===== src/rtl/serial_adder.sv =====
// ---------------------------------------------------------------------------
// serial_adder
//   Digit-serial adder/subtractor. The two WIDTH-bit operands are latched on
//   start. The unit then adds DIGIT bits per clock, keeping the carry in a
//   register between digits. After WIDTH/DIGIT steps it presents sum,
//   carry-out and signed overflow, and raises a one-cycle done pulse.
//   Subtraction is computed as A + ~B + ~cin.
//
// Ports
//   clk    in   1      rising-edge clock
//   rst    in   1      synchronous active-high reset
//   start  in   1      launch an operation (ignored while busy)
//   a      in   WIDTH  operand A, sampled with start
//   b      in   WIDTH  operand B, sampled with start
//   cin    in   1      carry-in, sampled with start
//   sub    in   1      0: A+B+cin, 1: A-B-cin, sampled with start
//   busy   out  1      operation in progress
//   done   out  1      one-cycle result-valid pulse
//   sum    out  WIDTH  result, held from one done to the next
//   cout   out  1      carry out of the MSB (subtract: 1 = no borrow)
//   ovf    out  1      signed overflow (carry into MSB xor carry out of MSB)
// ---------------------------------------------------------------------------
module serial_adder #(
    parameter int WIDTH = 8,
    parameter int DIGIT = 1
) (
    input  logic             clk,
    input  logic             rst,
    input  logic             start,
    input  logic [WIDTH-1:0] a,
    input  logic [WIDTH-1:0] b,
    input  logic             cin,
    input  logic             sub,
    output logic             busy,
    output logic             done,
    output logic [WIDTH-1:0] sum,
    output logic             cout,
    output logic             ovf
);

    localparam int N  = WIDTH / DIGIT;
    localparam int CW = (N > 1) ? $clog2(N) : 1;
    localparam logic [CW-1:0] LAST_STEP = CW'(N - 1);

    typedef enum logic [1:0] {
        S_IDLE = 2'd0,
        S_RUN  = 2'd1,
        S_DONE = 2'd2
    } state_e;

    // Ripple add of one digit. Returns {carry into top bit, carry out, sum}.
    // The carry into the top bit of the last digit is the carry into the MSB.
    function automatic logic [DIGIT+1:0] digit_add(
        input logic [DIGIT-1:0] x,
        input logic [DIGIT-1:0] y,
        input logic             c_in
    );
        logic [DIGIT-1:0] s;
        logic             c;
        logic             c_top;
        s     = '0;
        c     = c_in;
        c_top = c_in;
        for (int i = 0; i < DIGIT; i++) begin
            c_top = c;
            s[i]  = x[i] ^ y[i] ^ c;
            c     = (x[i] & y[i]) | (c & (x[i] ^ y[i]));
        end
        return {c_top, c, s};
    endfunction

    state_e           state_q, state_d;
    logic [WIDTH-1:0] opa_q, opa_d;
    logic [WIDTH-1:0] opb_q, opb_d;
    logic             carry_q, carry_d;
    logic [CW-1:0]    cnt_q, cnt_d;
    logic [WIDTH-1:0] acc_q, acc_d;
    logic [WIDTH-1:0] sum_q, sum_d;
    logic             cout_q, cout_d;
    logic             ovf_q, ovf_d;

    logic [DIGIT+1:0] step_s;
    logic [WIDTH-1:0] dig_ext_s;
    logic [WIDTH-1:0] acc_shift_s;

    // Current digit: low DIGIT bits of both operands plus the running carry.
    always_comb begin
        step_s      = digit_add(opa_q[DIGIT-1:0], opb_q[DIGIT-1:0], carry_q);
        dig_ext_s   = WIDTH'(step_s[DIGIT-1:0]);
        // Result digits enter at the MSB end so that after N steps the first
        // digit has arrived at bit 0.
        acc_shift_s = (acc_q >> DIGIT) | (dig_ext_s << (WIDTH - DIGIT));
    end

    // Next-state, operand shifting and result capture.
    always_comb begin
        state_d = state_q;
        opa_d   = opa_q;
        opb_d   = opb_q;
        carry_d = carry_q;
        cnt_d   = cnt_q;
        acc_d   = acc_q;
        sum_d   = sum_q;
        cout_d  = cout_q;
        ovf_d   = ovf_q;
        case (state_q)
            S_IDLE, S_DONE: begin
                if (start) begin
                    state_d = S_RUN;
                    opa_d   = a;
                    opb_d   = sub ? ~b : b;
                    carry_d = cin ^ sub;
                    cnt_d   = '0;
                    acc_d   = '0;
                end else begin
                    state_d = S_IDLE;
                end
            end
            S_RUN: begin
                opa_d   = opa_q >> DIGIT;
                opb_d   = opb_q >> DIGIT;
                carry_d = step_s[DIGIT];
                acc_d   = acc_shift_s;
                cnt_d   = cnt_q + CW'(1);
                if (cnt_q == LAST_STEP) begin
                    state_d = S_DONE;
                    sum_d   = acc_shift_s;
                    cout_d  = step_s[DIGIT];
                    ovf_d   = step_s[DIGIT+1] ^ step_s[DIGIT];
                end else begin
                    state_d = S_RUN;
                end
            end
            default: begin
                state_d = S_IDLE;
            end
        endcase
    end

    // State and datapath registers with synchronous reset.
    always_ff @(posedge clk) begin
        if (rst) begin
            state_q <= S_IDLE;
            opa_q   <= '0;
            opb_q   <= '0;
            carry_q <= 1'b0;
            cnt_q   <= '0;
            acc_q   <= '0;
            sum_q   <= '0;
            cout_q  <= 1'b0;
            ovf_q   <= 1'b0;
        end else begin
            state_q <= state_d;
            opa_q   <= opa_d;
            opb_q   <= opb_d;
            carry_q <= carry_d;
            cnt_q   <= cnt_d;
            acc_q   <= acc_d;
            sum_q   <= sum_d;
            cout_q  <= cout_d;
            ovf_q   <= ovf_d;
        end
    end

    assign busy = (state_q == S_RUN);
    assign done = (state_q == S_DONE);
    assign sum  = sum_q;
    assign cout = cout_q;
    assign ovf  = ovf_q;

endmodule


===== config.mk =====
export PLATFORM = sky130hd
export DESIGN_NAME = serial_adder
export DESIGN_NICKNAME = d
export VERILOG_FILES = /design/src/rtl/serial_adder.sv
export SDC_FILE = /design/constraint.sdc
export NUM_CORES = 1
export LEC_CHECK = 0
export ABC_CLOCK_PERIOD_IN_PS = 2440
export CAP_MARGIN = 20
export CORE_AREA = 3 3 101 74
export CTS_CLUSTER_DIAMETER = 60
export CTS_CLUSTER_SIZE = 28
export DETAILED_ROUTE_END_ITERATION = 12
export DIE_AREA = 0 0 104 77
export PLACE_DENSITY = 0.53
export REMOVE_ABC_BUFFERS = 1
export SYNTH_ARGS = -nofsm -noshare
export SYNTH_HDL_FRONTEND = slang
export SYNTH_SLANG_ARGS = --single-unit

===== constraint.sdc =====
create_clock -name clk -period 2.44 [get_ports clk]
set_input_delay 0.488 -clock clk [delete_from_list [all_inputs] [get_ports clk]]
set_output_delay 0.488 -clock clk [all_outputs]
set_load 0.01 [all_outputs]

==> run_1/logic_types.png <==
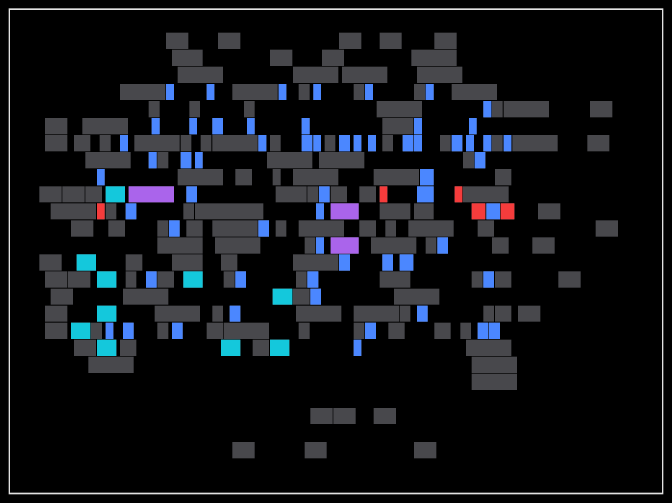
family	color	cells	most used
NAND gates	blue	60	nand2_1
XOR/XNOR gates	cyan	10	xor2_1
NOR gates	red	5	nor2_1
adder and majority cells	purple	3	ha_1

==> run_1/flops_by_reg.png <==
Bar = 20 um. Other sequential cells in the stronger gray, the rest of the logic in the fainter gray.
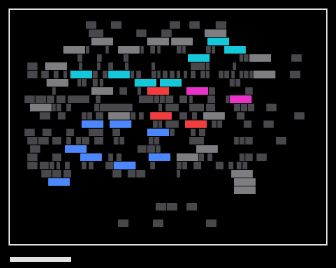
signal	color	placed flops
`state_q`	magenta	2
`acc_q`	cyan	7
`opb_q`	blue	8
`cnt_q`	red	3

==> run summary, run 1 <==
impl run done, here's what came out: Seq power=678 uW, post-layout min period=1.97 ns, outcome=completed, CTS max path bufs=2, delay-heaviest family, CP=buffers and inverters, Register Area=roughly 780 um^2, Critical Path Max Stage Delay=between 0.5 and 0.6 ns, Yosys cell types=21, Design Area, Final=0.00212 mm^2, Worst Hold Path Cells=2, R2R Setup Slk=0.94 ns, Core ar.=0.00663 mm^2, setup TNS=0 ns, Psw=333 uW, postcts setup bufs=0, Post-synth seq share=0.483, Peak Freq=a little over 500 MHz, Hold WS=~0.46 ns, simple logic cell fraction of the synthesized area=0.187, met2 wire len=1500 um, Worst R2R Start=cnt_q[0], CP max-delay cell=clkdlybuf4s50_1, Max transition margin=0.665, gr busiest metal=met1, max_cap viols=0, CTS tree=yes, synthesized area=0.00162 mm^2, Signal buffers=37, share of layout cells above drive strength 1=0.0645, Placed Cells=between 300 and 400, clk sink count=39, total power=1400 uW, YS chip area=0.00162 mm^2, sw frac=0.238, RSZ-0062 raised after global routing=no, starting DRC count in detailed routing=53, #FFs+latches synth=39, Largest Pwr Group=registers
==> run_1/congestion.png <==
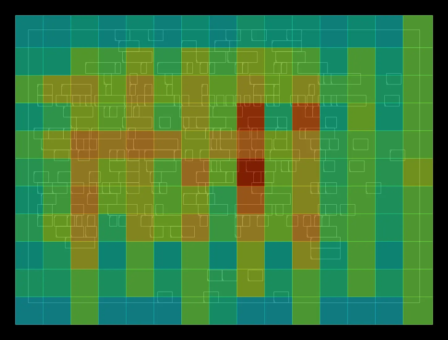
met1 Resource Use GR: 0.147
All-Layer GR Usage: 0.104
Wirelength per Cell: 12.2 um
Final Util: 0.320

==> run_1/placement_by_type.png <==
Bar = 20 um.
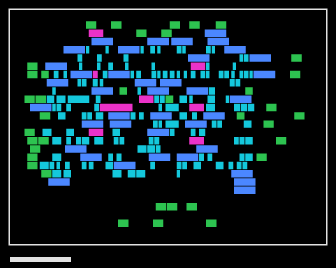

==> run 2, diff against run 1 <==
ABC_CLOCK_PERIOD_IN_PS = 1700   (was 2440)
PLACE_DENSITY = 0.54   (was 0.53)
clock period = 1.7 ns   (was 2.44 ns; I/O delays follow)
==> run_2/placement_by_type.png <==
Bar = 20 um.
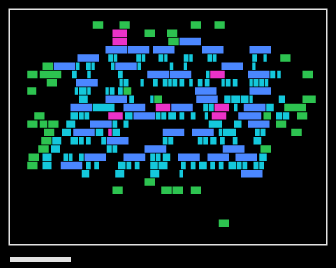
class	color	cells	share of their area
clock drivers and dummy loads	magenta	8	5.0%
flops	blue	39	39%
other buffers and delay cells	green	38	19%
combinational and other logic	cyan	133	37%

==> run_2/flops_by_reg.png <==
Bar = 20 um. Other sequential cells in the stronger gray, the rest of the logic in the fainter gray.
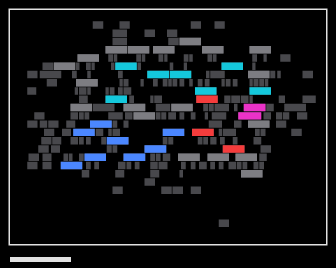
signal	color	placed flops
`cnt_q`	red	3
`acc_q`	cyan	7
`opb_q`	blue	8
`state_q`	magenta	2

==> run 2 against run 1 <==
  * Via count fell by 0.15%
  * Final area increased by 0.83%
  * Critical path depth fell by 2
  * Non-clock buffer count rose by 1
  * Synthesized cell count did not move
  * Global-route usage shrank 0.87 points
  * Count of clock-buffer cells in the layout grew 2
  * Worst setup slack worse by 0.28 ns
==> run summary, run 2 <==
impl run done, here's what came out: outcome=completed, CTS tree=yes, #FFs+latches synth=39 (unchanged), Yosys cell types=21 (unchanged), RSZ-0062 raised after global routing=no, Largest Pwr Group=registers, Wirelength per Cell=11.7 um (-3.9%), Signal buffers=38 (+2.7%), met2 wire len=1390 um (-7.4%), share of layout cells above drive strength 1=0.0688 (+0.00429), Max transition margin=0.731 (+0.0662), Reg power frac=0.515, simple logic cell fraction of the synthesized area=0.187 (unchanged), synthesized area=0.00162 mm^2 (unchanged), Placed Cells=304 (+0.33%), Peak Freq=664 MHz, Core ar.=0.00663 mm^2 (unchanged), setup TNS=0 ns (unchanged), Hold WS=0.456 ns (-0.00155 ns), Post-synth seq share=0.483 (unchanged), met1 Resource Use GR=0.138 (-0.00851), max_cap viols=0 (unchanged), Psw=456 uW (+37%), postcts setup bufs=0 (unchanged), clk root buf=clkbuf_8, CP max-delay cell=clkdlybuf4s50_1, Critical Path Max Stage Delay=0.54 ns (about the same), Worst Hold Path Cells=2 (unchanged), gr busiest metal=met1, R2R Setup Slk=0.27 ns (-0.67 ns), starting DRC count in detailed routing=76 (+43%), All-Layer GR Usage=0.0950 (-0.00866), post-layout min period=approximately 1.5 ns, Final Util=0.322 (+0.00264), Seq power=975 uW (+44%), Layout clock area frac=0.0468, CTS max path bufs=2 (unchanged), delay-heaviest family, CP=buffers and inverters, top cells by area=dfxtp_1 (48%), a21oi_1 (11%), nand3_1 (8.4%), a22oi_1 (7.0%), nand2_1 (6.7%), Area after DPL=between 0.002 and 0.0025 mm^2, clk sink count=39 (unchanged), YS chip area=0.00162 mm^2 (unchanged), Register Area=782 um^2 (+0.16%), initial antenna violation count=0, sw frac=0.241 (+0.00277), total power=1890 uW (+35%)
No activity file was given, so power comes from the tool's default toggle rates.
